===== src/rtl/johnson_code_decoder.sv =====
// johnson_code_decoder
// Receive side of a twisted-ring (Johnson) counter link. Decodes each valid
// N-bit Johnson sample to a binary index, tracks whether the sequence is
// stepping legally (hold or successor), and reports lock and error status.
//
// Optional feature: define JOHNSON_DEC_ERRCNT_EN to build the saturating
// error counter behind err_count. Without it err_count is tied to zero.
module johnson_code_decoder #(
    parameter int N         = 4,
    parameter int IDX_W     = 3,
    parameter int LOCK_CNT  = 2,
    parameter int ERR_CNT_W = 8
) (
    input  logic                 clk,
    input  logic                 rst,
    input  logic                 in_valid,
    input  logic [N-1:0]         code_in,
    output logic [IDX_W-1:0]     idx_out,
    output logic                 idx_valid,
    output logic                 locked,
    output logic                 code_err,
    output logic                 seq_err,
    output logic [ERR_CNT_W-1:0] err_count
);

    typedef enum logic {
        HUNT,
        LOCKED
    } state_t;

    state_t           state;
    state_t           state_nx;
    logic [3:0]       run;
    logic [3:0]       run_nx;
    logic [3:0]       run_inc;
    logic [IDX_W-1:0] prev;
    logic [IDX_W-1:0] prev_nx;
    logic             have_prev;
    logic             have_prev_nx;

    logic [IDX_W-1:0] idx_nx;
    logic             idx_valid_nx;
    logic             locked_nx;
    logic             code_err_nx;
    logic             seq_err_nx;

    logic             dec_legal;
    logic [IDX_W-1:0] dec_idx;
    logic [IDX_W-1:0] succ;
    logic             is_succ;
    logic             is_hold;

    // Johnson pattern for index i, MSB first: indices 0..N fill ones from the
    // top, indices N+1..2N-1 then clear ones from the top.
    function automatic logic [N-1:0] johnson_pattern(input int i);
        logic [N-1:0] pat;
        int           p;
        pat = '0;
        for (int b = 0; b < N; b++) begin
            p = N - 1 - b;
            if (i <= N) begin
                pat[b] = (p < i);
            end else begin
                pat[b] = (p >= (i - N));
            end
        end
        return pat;
    endfunction

    // Match the sample against every legal pattern; no match means illegal.
    always_comb begin
        dec_legal = 1'b0;
        dec_idx   = '0;
        for (int i = 0; i < 2 * N; i++) begin
            if (code_in == johnson_pattern(i)) begin
                dec_legal = 1'b1;
                dec_idx   = IDX_W'(i);
            end
        end
    end

    // Successor of the previous index wraps from 2N-1 back to 0.
    always_comb begin
        succ    = (prev == IDX_W'(2 * N - 1)) ? '0 : prev + IDX_W'(1);
        is_succ = (dec_idx == succ);
        is_hold = (dec_idx == prev);
        run_inc = run + 4'd1;
    end

    // Next-state and next-output logic for the HUNT/LOCKED tracker.
    always_comb begin
        state_nx     = state;
        run_nx       = run;
        prev_nx      = prev;
        have_prev_nx = have_prev;
        idx_nx       = idx_out;
        idx_valid_nx = 1'b0;
        code_err_nx  = 1'b0;
        seq_err_nx   = 1'b0;

        if (in_valid) begin
            if (!dec_legal) begin
                code_err_nx  = 1'b1;
                state_nx     = HUNT;
                run_nx       = '0;
                have_prev_nx = 1'b0;
            end else begin
                idx_valid_nx = 1'b1;
                idx_nx       = dec_idx;
                prev_nx      = dec_idx;
                have_prev_nx = 1'b1;
                case (state)
                    HUNT: begin
                        if (!have_prev) begin
                            run_nx = '0;
                        end else if (is_succ) begin
                            if (run_inc == 4'(LOCK_CNT)) begin
                                state_nx = LOCKED;
                                run_nx   = '0;
                            end else begin
                                run_nx = run_inc;
                            end
                        end else if (!is_hold) begin
                            run_nx = '0;
                        end
                    end
                    LOCKED: begin
                        if (!(is_succ || is_hold)) begin
                            seq_err_nx = 1'b1;
                            state_nx   = HUNT;
                            run_nx     = '0;
                        end
                    end
                    default: begin
                        state_nx = HUNT;
                        run_nx   = '0;
                    end
                endcase
            end
        end

        locked_nx = (state_nx == LOCKED);
    end

    // State and output registers; reset drops lock and clears all history.
    always_ff @(posedge clk) begin
        if (rst) begin
            state     <= HUNT;
            run       <= '0;
            prev      <= '0;
            have_prev <= 1'b0;
            idx_out   <= '0;
            idx_valid <= 1'b0;
            locked    <= 1'b0;
            code_err  <= 1'b0;
            seq_err   <= 1'b0;
        end else begin
            state     <= state_nx;
            run       <= run_nx;
            prev      <= prev_nx;
            have_prev <= have_prev_nx;
            idx_out   <= idx_nx;
            idx_valid <= idx_valid_nx;
            locked    <= locked_nx;
            code_err  <= code_err_nx;
            seq_err   <= seq_err_nx;
        end
    end

`ifdef JOHNSON_DEC_ERRCNT_EN
    logic [ERR_CNT_W-1:0] err_cnt_q;

    // Saturating count of error pulses, cleared only by reset.
    always_ff @(posedge clk) begin
        if (rst) begin
            err_cnt_q <= '0;
        end else if ((code_err_nx || seq_err_nx) && (err_cnt_q != '1)) begin
            err_cnt_q <= err_cnt_q + ERR_CNT_W'(1);
        end
    end

    assign err_count = err_cnt_q;
`else
    assign err_count = '0;
`endif

endmodule

===== config.mk =====
export PLATFORM = sky130hd
export DESIGN_NAME = johnson_code_decoder
export DESIGN_NICKNAME = d
export VERILOG_FILES = /design/src/rtl/johnson_code_decoder.sv
export SDC_FILE = /design/constraint.sdc
export NUM_CORES = 1
export LEC_CHECK = 0
export ABC_AREA = 1
export CAP_MARGIN = 25
export CORE_ASPECT_RATIO = 0.7
export CORE_MARGIN = 2
export CORE_UTILIZATION = 50
export DETAILED_ROUTE_END_ITERATION = 10
export DONT_BUFFER_PORTS = 1
export MAX_ROUTING_LAYER = met4
export PLACE_DENSITY = 0.62
export SYNTH_ARGS = -nofsm -noshare
export SYNTH_HDL_FRONTEND = slang
export SYNTH_SLANG_ARGS = --single-unit

===== constraint.sdc =====
create_clock -name clk -period 2.43 [get_ports clk]
set_input_delay 0.486 -clock clk [delete_from_list [all_inputs] [get_ports clk]]
set_output_delay 0.486 -clock clk [all_outputs]
set_load 0.02 [all_outputs]

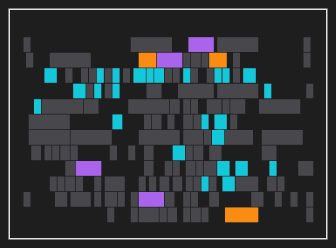
Fig. 1. Gate families picked out.
NOR gates -> cyan  # cells 25
XOR/XNOR gates -> orange  # cells 3
adder and majority cells -> purple  # cells 4

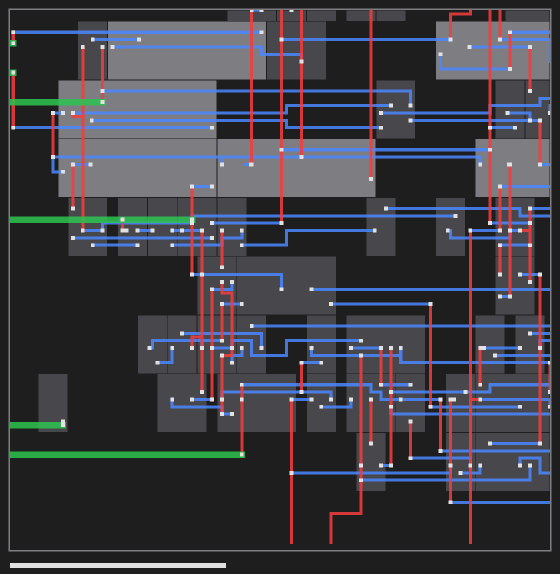
Fig. 2. A small window of the routed layout.
Scale bar: 10 um. Window x 1 to 26, y 0 to 25 um. Cells in grey, sequential cells in the stronger grey; small squares are vias.
met2 -> red
met1 -> blue
met3 -> green
most frequent = nand2_1 (8), inv_1 (7), dfxtp_1 (5)
cells with their middle in the window = 40
sequential cells in the window = 5

==> reports/summary.rpt <==
==========================================================================================
Maximum clock skew at final layout ..........................................  0.000528 ns
I/O pin count ...............................................................           22
Routed length on met1 .......................................................      1010 um
Dominant cell type by area after synthesis .................................. sky130_fd_sc_hd__dfxtp_1
Placed instance area ........................................................      922 um2
Via count ...................................................................          786
Hold wc startpoint ..........................................................          rst
Clock buffer and inverter area fraction after layout ........................       0.0379
Outcome ..................................................................... finished, final reports clean
Number of cells produced by synthesis .......................................          140
Routing layer with the top usage in global route ............................         met2
Number of iterations in the first detailed-routing pass .....................            4
Ratio of cells with drive above 1 in the final layout .......................        0.210
HPWL reported at the end of detailed placement ..............................      1420 um
Max-Cap Viols ...............................................................            0
Largest cell class .......................................................... multi-input combinational cells
Count of final setup violators ..............................................            0
CTS tree ....................................................................          yes
Area of the mapped netlist ..................................................      930 um2
Dominant combinational family ............................................... simple AND/OR/NAND/NOR gates
Final hold violation count ..................................................            0
Global placer's final weighted congestion ...................................        0.849
Number of storage elements in the synthesis netlist .........................           12
Cts hold-fix bufs ...........................................................            0
Count of cell types in the netlist ..........................................           22
Total global routing overflow ...............................................            0
Clock edge transition at the registers on the reported setup and hold paths .      0.08 ns
Mean Syn Cell Area ..........................................................     6.64 um2
Die span in y ...............................................................      40.1 um
Buffer-and-inverter tally for the worst setup path ..........................            2
Yosys cell count ............................................................          140
Kind of end point of the critical path ......................................     register
Final sequential cell count .................................................           12
Max incr delay on CP ........................................................      0.30 ns
Most numerous logic cells after layout ...................................... sky130_fd_sc_hd__nand2_1, sky130_fd_sc_hd__inv_1, sky130_fd_sc_hd__nor2_1
Footprint of the flip-flops and latches .....................................      240 um2
==========================================================================================
-- worst max path at each step --
stage | to | startpoint | cells after the start
4_1_cts | run[2] | prev[0] | 14
3_3_place_gp | run[2] | prev[0] | 12
3_5_place_dp | run[3] | prev[0] | 14
2_1_floorplan | run[0] | prev[0] | 13
5_1_grt | run[2] | prev[0] | 14
6_report | run[2] | prev[0] | 14
-- per-stage QoR --
stage	setup slack (ns)	hold slack (ns)	instances	total power, mW
final	0.530	0.272	164	0.509
after global routing	0.398	0.256	164	0.541
after global placement	0.576	0.524	160	0.351
after floorplan	0.700	0.484	147	0.345
after CTS	0.538	0.267	164	0.511
after detailed placement	0.549	0.531	160	0.353
-- state kept, by name, summed over array words and instances, names as in the netlist --
signal,flops
run,4
prev,3
code_err,1
have_prev,1
idx_valid,1
seq_err,1
state,1
Power figures rest on the tool's default switching activity, not on a simulated workload.
